run_1/metal_stack.png
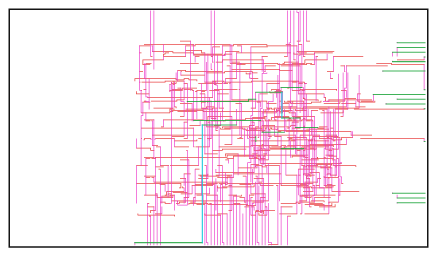
run_1/cell_classes.png
Fill, decap, tap and diode cells in grey.
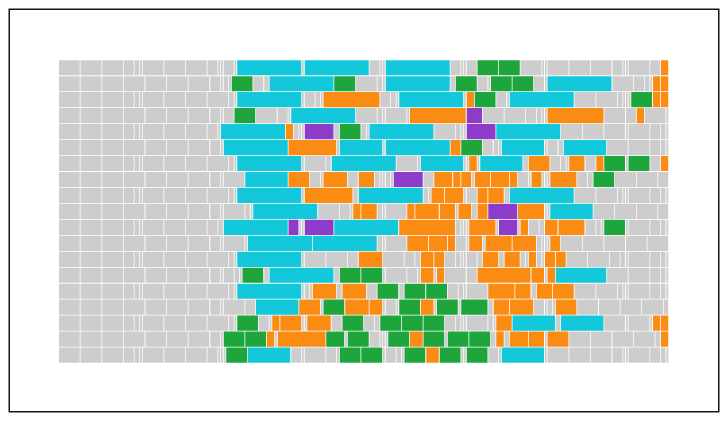
run_1/clock_map.png
Scale bar: 20 µm.
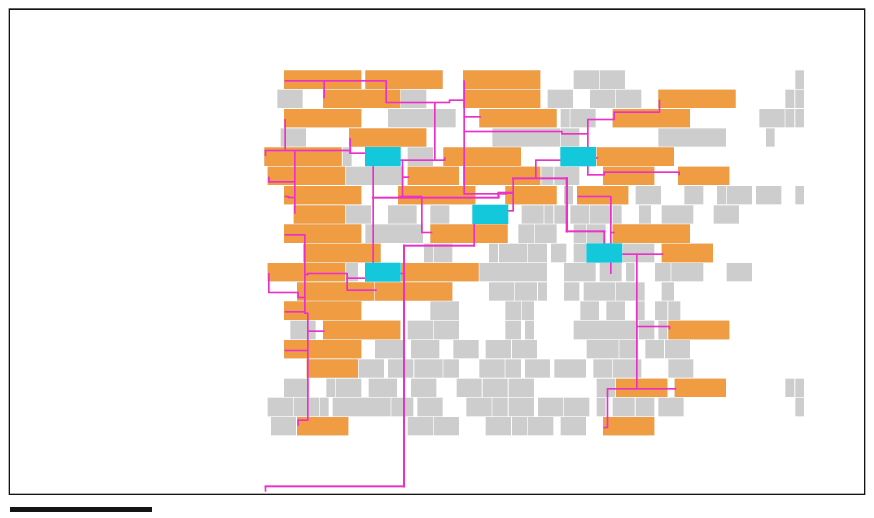
## config.mk

```make
export PLATFORM = sky130hd
export DESIGN_NAME = psr_unit
export DESIGN_NICKNAME = d
export VERILOG_FILES = /design/src/rtl/lc3_pkg.sv /design/src/rtl/psr_lifo.sv /design/src/rtl/psr_unit.sv
export SDC_FILE = /design/constraint.sdc
export NUM_CORES = 1
export LEC_CHECK = 0
export ABC_CLOCK_PERIOD_IN_PS = 2100
export CAP_MARGIN = 5
export CORE_ASPECT_RATIO = 0.5
export CORE_MARGIN = 8
export CORE_UTILIZATION = 37
export DETAILED_ROUTE_END_ITERATION = 6
export GPL_TIMING_DRIVEN = 0
export PLACE_DENSITY = 0.75
export REMOVE_ABC_BUFFERS = 1
export SLEW_MARGIN = 0
export SYNTH_ARGS = -nofsm -noshare
export SYNTH_HDL_FRONTEND = slang
export SYNTH_SLANG_ARGS = --single-unit
export TNS_END_PERCENT = 100
```

## constraint.sdc

```tcl
create_clock -name i_CLK -period 2.1 [get_ports i_CLK]
set_input_delay 0.315 -clock i_CLK [delete_from_list [all_inputs] [get_ports i_CLK]]
set_output_delay 0.315 -clock i_CLK [all_outputs]
set_load 0.005 [all_outputs]
```

## src/rtl/lc3_pkg.sv

```systemverilog
// +--------------------------------------------------------------------+
// | lc3_pkg : shared constants for the PSR unit                        |
// | Rev 1.0 : initial release                                          |
// +--------------------------------------------------------------------+
`default_nettype none

package lc3_pkg;

  localparam int       PRI_LSB    = 8;
  localparam logic [2:0] NZP_RESET = 3'b010;
  localparam logic     PRIV_USER  = 1'b1;
  localparam logic     PRIV_SUPER = 1'b0;

  localparam int NZP_N = 2;
  localparam int NZP_Z = 1;
  localparam int NZP_P = 0;

endpackage

`default_nettype wire

```

## src/rtl/psr_lifo.sv

```systemverilog
// +--------------------------------------------------------------------+
// | psr_lifo : shadow stack for saved PSR images (push/pop, flags)     |
// | Rev 1.0 : initial release                                          |
// +--------------------------------------------------------------------+
`default_nettype none

module psr_lifo #(
  parameter int WIDTH = 7,
  parameter int DEPTH = 4
) (
  input  logic             clk,
  input  logic             rst,
  input  logic             i_push,
  input  logic             i_pop,
  input  logic [WIDTH-1:0] i_din,
  output logic [WIDTH-1:0] o_dout,
  output logic             o_full,
  output logic             o_empty
);

  localparam int CW = $clog2(DEPTH + 1);
  localparam int AW = (DEPTH > 1) ? $clog2(DEPTH) : 1;

  logic [WIDTH-1:0] mem_q [DEPTH];
  logic [CW-1:0]    count_q, count_d;
  logic             full_q, full_d;
  logic             empty_q, empty_d;
  logic             push_ok, pop_ok;
  logic [AW-1:0]    wr_idx, rd_idx;

  // Pop wins over push; either is ignored when it would over/underflow.
  assign pop_ok  = i_pop && !empty_q;
  assign push_ok = i_push && !i_pop && !full_q;
  assign wr_idx  = AW'(count_q);
  assign rd_idx  = AW'(count_q - CW'(1));

  always_comb begin
    count_d = count_q;
    if (pop_ok) begin
      count_d = count_q - CW'(1);
    end else if (push_ok) begin
      count_d = count_q + CW'(1);
    end
    full_d  = (count_d == CW'(DEPTH));
    empty_d = (count_d == '0);
  end

  always_ff @(posedge clk) begin
    if (rst) begin
      count_q <= '0;
      full_q  <= 1'b0;
      empty_q <= 1'b1;
    end else begin
      count_q <= count_d;
      full_q  <= full_d;
      empty_q <= empty_d;
    end
  end

  always_ff @(posedge clk) begin
    if (!rst && push_ok) begin
      mem_q[wr_idx] <= i_din;
    end
  end

  assign o_dout  = mem_q[rd_idx];
  assign o_full  = full_q;
  assign o_empty = empty_q;

endmodule

`default_nettype wire

```

## src/rtl/psr_unit.sv

```systemverilog
// +--------------------------------------------------------------------+
// | psr_unit : processor status register, BEN latch, PSR shadow stack  |
// | Option   : PSR_STACK_ERR_EN enables the sticky stack error flag    |
// | Rev 1.0 : initial release                                          |
// +--------------------------------------------------------------------+
`default_nettype none

module psr_unit
  import lc3_pkg::*;
#(
  parameter int DATA_W      = 16,
  parameter int PRI_W       = 3,
  parameter int STACK_DEPTH = 4
) (
  input  logic              i_CLK,
  input  logic              i_RST,
  input  logic              i_LD_CC,
  input  logic [DATA_W-1:0] i_Bus,
  input  logic              i_LD_PSR,
  input  logic              i_LD_BEN,
  input  logic [2:0]        i_IR_NZP,
  input  logic              i_Push,
  input  logic [PRI_W-1:0]  i_Int_Pri,
  input  logic              i_Pop,
  output logic [2:0]        o_NZP,
  output logic [DATA_W-1:0] o_PSR,
  output logic              o_Priv,
  output logic [PRI_W-1:0]  o_Pri,
  output logic              o_BEN,
  output logic              o_Stack_Empty,
  output logic              o_Stack_Full,
  output logic              o_Err
);

  localparam int SW = PRI_W + 4;

  logic             priv_q, priv_d;
  logic [PRI_W-1:0] pri_q, pri_d;
  logic [2:0]       nzp_q, nzp_d;
  logic             ben_q, ben_d;
  logic [2:0]       cc;
  logic             stk_push, stk_pop;
  logic             stk_full, stk_empty;
  logic [SW-1:0]    stk_din, stk_dout;

  always_comb begin
    cc        = '0;
    cc[NZP_N] = i_Bus[DATA_W-1];
    cc[NZP_Z] = (i_Bus == '0);
    cc[NZP_P] = !i_Bus[DATA_W-1] && (i_Bus != '0);
  end

  assign stk_din = {priv_q, pri_q, nzp_q};

  // One PSR source per cycle: pop, then push, then full load, then CC.
  always_comb begin
    priv_d   = priv_q;
    pri_d    = pri_q;
    nzp_d    = nzp_q;
    stk_push = 1'b0;
    stk_pop  = 1'b0;
    ben_d    = i_LD_BEN ? |(i_IR_NZP & nzp_q) : ben_q;
    if (i_Pop) begin
      if (!stk_empty) begin
        stk_pop                = 1'b1;
        {priv_d, pri_d, nzp_d} = stk_dout;
      end
    end else if (i_Push) begin
      if (!stk_full) begin
        stk_push = 1'b1;
        priv_d   = PRIV_SUPER;
        pri_d    = i_Int_Pri;
        nzp_d    = NZP_RESET;
      end
    end else if (i_LD_PSR) begin
      priv_d = i_Bus[DATA_W-1];
      pri_d  = i_Bus[PRI_LSB +: PRI_W];
      nzp_d  = i_Bus[2:0];
    end else if (i_LD_CC) begin
      nzp_d = cc;
    end
  end

  always_ff @(posedge i_CLK) begin
    if (i_RST) begin
      priv_q <= PRIV_SUPER;
      pri_q  <= '0;
      nzp_q  <= NZP_RESET;
      ben_q  <= 1'b0;
    end else begin
      priv_q <= priv_d;
      pri_q  <= pri_d;
      nzp_q  <= nzp_d;
      ben_q  <= ben_d;
    end
  end

  psr_lifo #(
    .WIDTH (SW),
    .DEPTH (STACK_DEPTH)
  ) u_lifo (
    .clk     (i_CLK),
    .rst     (i_RST),
    .i_push  (stk_push),
    .i_pop   (stk_pop),
    .i_din   (stk_din),
    .o_dout  (stk_dout),
    .o_full  (stk_full),
    .o_empty (stk_empty)
  );

`ifdef PSR_STACK_ERR_EN
  logic err_q, err_d;
  logic err_evt;

  // Overflow, underflow, or a push colliding with a pop.
  assign err_evt = (i_Pop && stk_empty) || (i_Push && i_Pop) ||
                   (i_Push && !i_Pop && stk_full);

  always_comb begin
    err_d = err_q | err_evt;
  end

  always_ff @(posedge i_CLK) begin
    if (i_RST) begin
      err_q <= 1'b0;
    end else begin
      err_q <= err_d;
    end
  end

  assign o_Err = err_q;
`else
  assign o_Err = 1'b0;
`endif

  always_comb begin
    o_PSR                     = '0;
    o_PSR[DATA_W-1]           = priv_q;
    o_PSR[PRI_LSB +: PRI_W]   = pri_q;
    o_PSR[2:0]                = nzp_q;
  end

  assign o_NZP         = nzp_q;
  assign o_Priv        = priv_q;
  assign o_Pri         = pri_q;
  assign o_BEN         = ben_q;
  assign o_Stack_Empty = stk_empty;
  assign o_Stack_Full  = stk_full;

endmodule

`default_nettype wire
```

==> run summary, run 1 <==
The layout was made with Yosys and OpenROAD.

The worst-margin pin slew is approximately 650 ps. The proportion of synthesized flip-flops having asynchronous set or reset is 0. The largest individual stage delay along the critical path comes from the cell sky130_fd_sc_hd__dfxtp_4. The via count is 1312.

The OpenROAD warning count is 28. The power share of the combinational group is 0.322. The synthesis report lists the most area-consuming cells as sky130_fd_sc_hd__edfxtp_1, sky130_fd_sc_hd__dfxtp_1, sky130_fd_sc_hd__buf_4. The post-cts hold buffer count is 0. The layout has 5 clock buffers. The number of DRC markers in iteration 0 is 86. Summing all flip-flop and latch instances after layout gives roughly 1100 µm². The cell class ranked first by area is sequential cells.

The number of hold violations in the final report is 0. The level count of the clock H-tree is 2. The maximum clock frequency is around 500 MHz.

Per the timing report, the most critical flop-to-flop path originates at u_lifo.count_q[0]. The half-perimeter wire length of the detailed placement result is 3330 µm. In this run the number of cells on the critical path is 6. The first TritonRoute pass finished after 4 iterations. The fraction of synthesized cell area taken by the top area cell type is 0.415.

The global routing report lists combined usage of all routing layers as 0.114. The run finished with clean final reports. The number of buffers and inverters on the critical path is 1.
Notes on metal_stack.png above:
legend:
  cyan:
    layer: met4
    wire_length: 41.5 µm
  magenta:
    layer: met2
    wire_length: 2420 µm
  red:
    layer: met1
    wire_length: 2000 µm
  green:
    layer: met3
    wire_length: 217 µm

Notes on cell_classes.png above:
legend:
  orange:
    class: all other logic
    cells: 95
    share_of_their_area: 33%
  green:
    class: other buffers and delay cells
    cells: 45
    share_of_their_area: 18%
  cyan:
    class: flip-flops
    cells: 41
    share_of_their_area: 45%
  purple:
    class: clock drivers and dummy loads
    cells: 8
    share_of_their_area: 3.7%

Notes on clock_map.png above:
legend:
  magenta:
    item: clock wires
    length: 457 µm
  orange:
    item: flip-flops
    count: 41
  cyan:
    item: cells driving clock nets
    count: 5
routed clock nets: 6

## run 1: cell families (layout without fill, tap and decap cells)
group	Yosys count	in the layout	share of synthesized area
simple gates	39	39	0.116
compound gates	21	21	0.0815
fa+ha+maj	4	4	0.0247
buf+inv	26	56	0.0889
other cells	1	10	0.00185
mux	18	18	0.144
flops	41	41	0.544
## run 1: flip-flops by register name, indices dropped and copies added, names as in the netlist
register and cells:
o_BEN 1, o_NZP 3, o_Pri 3, o_Priv 1, u_lifo.count_q 3, u_lifo.mem_q 28, u_lifo.o_empty 1, u_lifo.o_full 1
## run 1: per-layer routing
metal	GRT usage	vias up	wire length [µm]
met2	0.216	34	2420
met5	0	-	0
met4	0.0447	0	41
met3	0.0239	4	216
met1	0.126	648	2000
li1	-	626	-
==> inputs of run 2 (changes only) <==
--- a/config.mk
+++ b/config.mk
@@ -11,8 +11,9 @@
 export CORE_MARGIN = 8
 export CORE_UTILIZATION = 37
 export DETAILED_ROUTE_END_ITERATION = 6
+export DONT_BUFFER_PORTS = 1
 export GPL_TIMING_DRIVEN = 0
-export PLACE_DENSITY = 0.75
+export PLACE_DENSITY = 0.62
 export REMOVE_ABC_BUFFERS = 1
 export SLEW_MARGIN = 0
 export SYNTH_ARGS = -nofsm -noshare
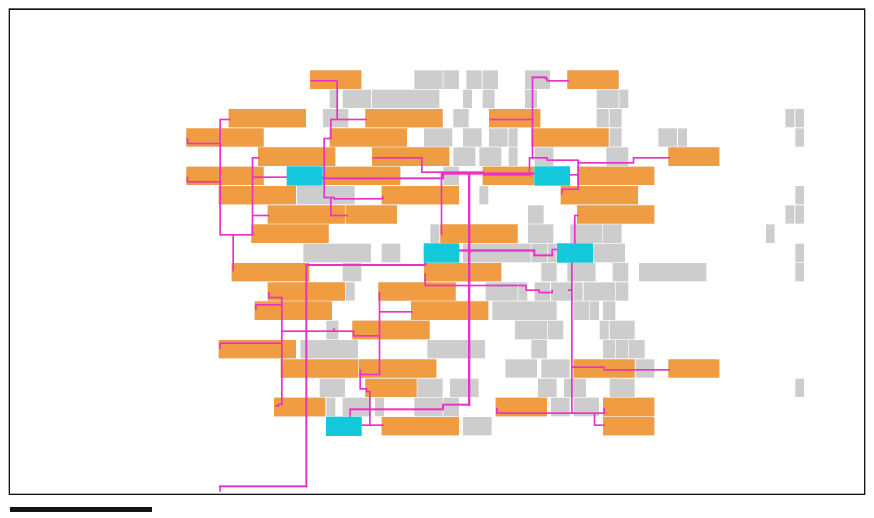
run_2/clock_map.png
Scale bar: 20 µm.
legend:
  cyan:
    item: cells driving clock nets
    count: 5
  magenta:
    item: clock wires
    length: 527 µm
  orange:
    item: flip-flops
    count: 41
routed clock nets: 6

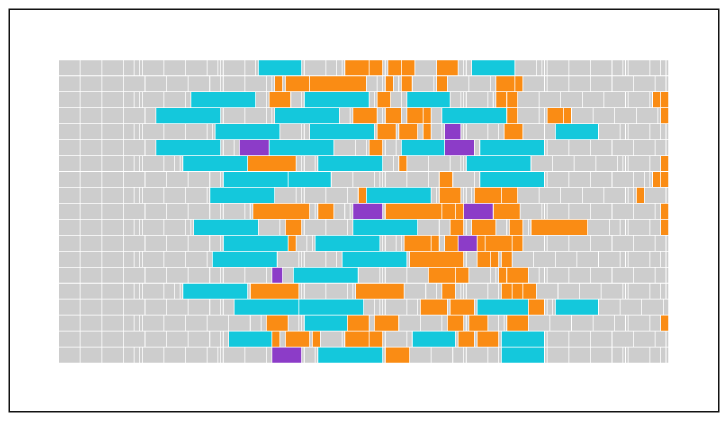
run_2/cell_classes.png
Fill, decap, tap and diode cells in grey.
legend:
  purple:
    class: clock drivers and dummy loads
    cells: 8
    share_of_their_area: 4.5%
  cyan:
    class: flip-flops
    cells: 41
    share_of_their_area: 55%
  orange:
    class: all other logic
    cells: 95
    share_of_their_area: 40%

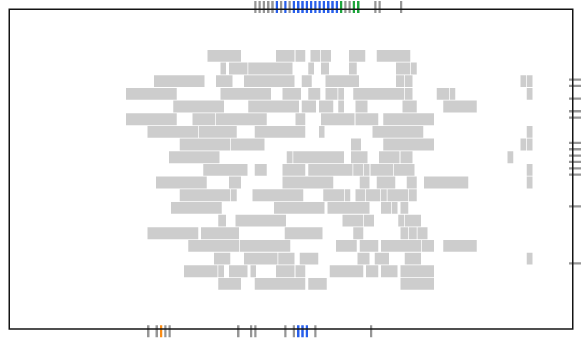
run_2/pins.png
Pins as bars across the die edge, other pins in grey.
legend:
  blue:
    port: `i_Bus`
    pins: 16
    direction: input
    edge: 13 north, 3 south
  orange:
    port: `o_Priv`
    pins: 1
    direction: output
    edge: south
  green:
    port: `i_IR_NZP`
    pins: 3
    direction: input
    edge: north
all pins by edge: 28 north, 15 south, 13 east

==> run summary, run 2 <==
The layout was made with Yosys and OpenROAD.

The run finished with clean final reports. The count of port buffers added during placement is 0. For this run, global-route usage on met2 was measured as 0.188. The met3 usage in global routing is 0.0370.

The launch point of the worst reg-to-reg path is u_lifo.count_q[0]. Of the post-synthesis cell area, the dominant cell type holds 0.415. Wire segments on met3 add up to 237 µm in the final route.

The highest metal layer used by the detailed router is met4. The proportion of synthesized flip-flops having asynchronous set or reset is 0. The cell row count is 19. After the first detailed-routing iteration, the DRC count stood at 43. The critical path's slowest stage uses the library cell sky130_fd_sc_hd__dfxtp_4.

The count of cells in the finished layout, fillers not included, comes to 217. The highest supply drop recorded on VDD is 0.322 mV. The total global routing track utilization is 0.108.

Per the GRT log, the top usage layer is met2. The detailed route wirelength on metal2 is about 2100 µm. The count of TritonRoute iterations in the first routing pass is 4. The number of flip-flops in the largest register is 28. On the worst path, the slowest cell contributes a delay of about 470 ps. The main area contributors are sky130_fd_sc_hd__edfxtp_1, sky130_fd_sc_hd__dfxtp_1, sky130_fd_sc_hd__buf_4. The met1 layer usage reported by global route is 0.121. Per STA, the worst path is made up of inv_1 -> ha_4 -> mux4_2 -> mux2_2 -> mux2i_1 -> nor2_1. Counting both buffers and inverters, the worst setup path holds a total of 1. Walking the critical path from launch to capture passes 6 cell instances.

The OpenROAD warning count is 28. The part of the cycle the worst path needs is 0.895. The setup total negative slack is 0 ps. The number of nets with antenna violations after routing is 0.

Looking at the reg2reg group, the worst path ends at o_Pri[0]. The type of the setup path with the least slack is reg -> reg. Detailed placement finished with a half-perimeter wire length of 2990 µm. The register name with the most flops is u_lifo.mem_q. Based on the critical path, the design can be clocked at up to 532 MHz. The via count is ~1100. The H-tree was split into 2 levels. The post-route report lists met1 wire length as 1820 µm. Per the detail_route report, DRC violations left total 0.
## run 2: kinds of logic after synthesis
group / synth area share
compound gates: 0.0815
fa+ha+maj: 0.0247
buf+inv: 0.0889
flops: 0.544
mux: 0.144
other cells: 0.00185
simple gates: 0.116
## run 2: timing repair
action | in CTS | in global routing
hold buffers | 0 | 0
pin swaps | 0 | 0
setup endpoints to repair | 9 | 3
resized | 3 | 1
## run 2: power by group
part	switching, mW	internal [mW]
clock	0.297	0.236
combinational	0.244	0.283
sequential	0.147	0.986
total	0.687	1.50
## run 2: area by class of cell
class | count | area [µm²] | share of cell area
sequential | 41 | 1100 | 0.529
multi-input combinational | 92 | 791 | 0.379
tap | 73 | 91.3 | 0.0437
clock buffer | 5 | 68.8 | 0.0330
clock inverter | 3 | 21.3 | 0.0102
inverter | 3 | 11.3 | 0.00539
Power and IR drop assume default switching activity.
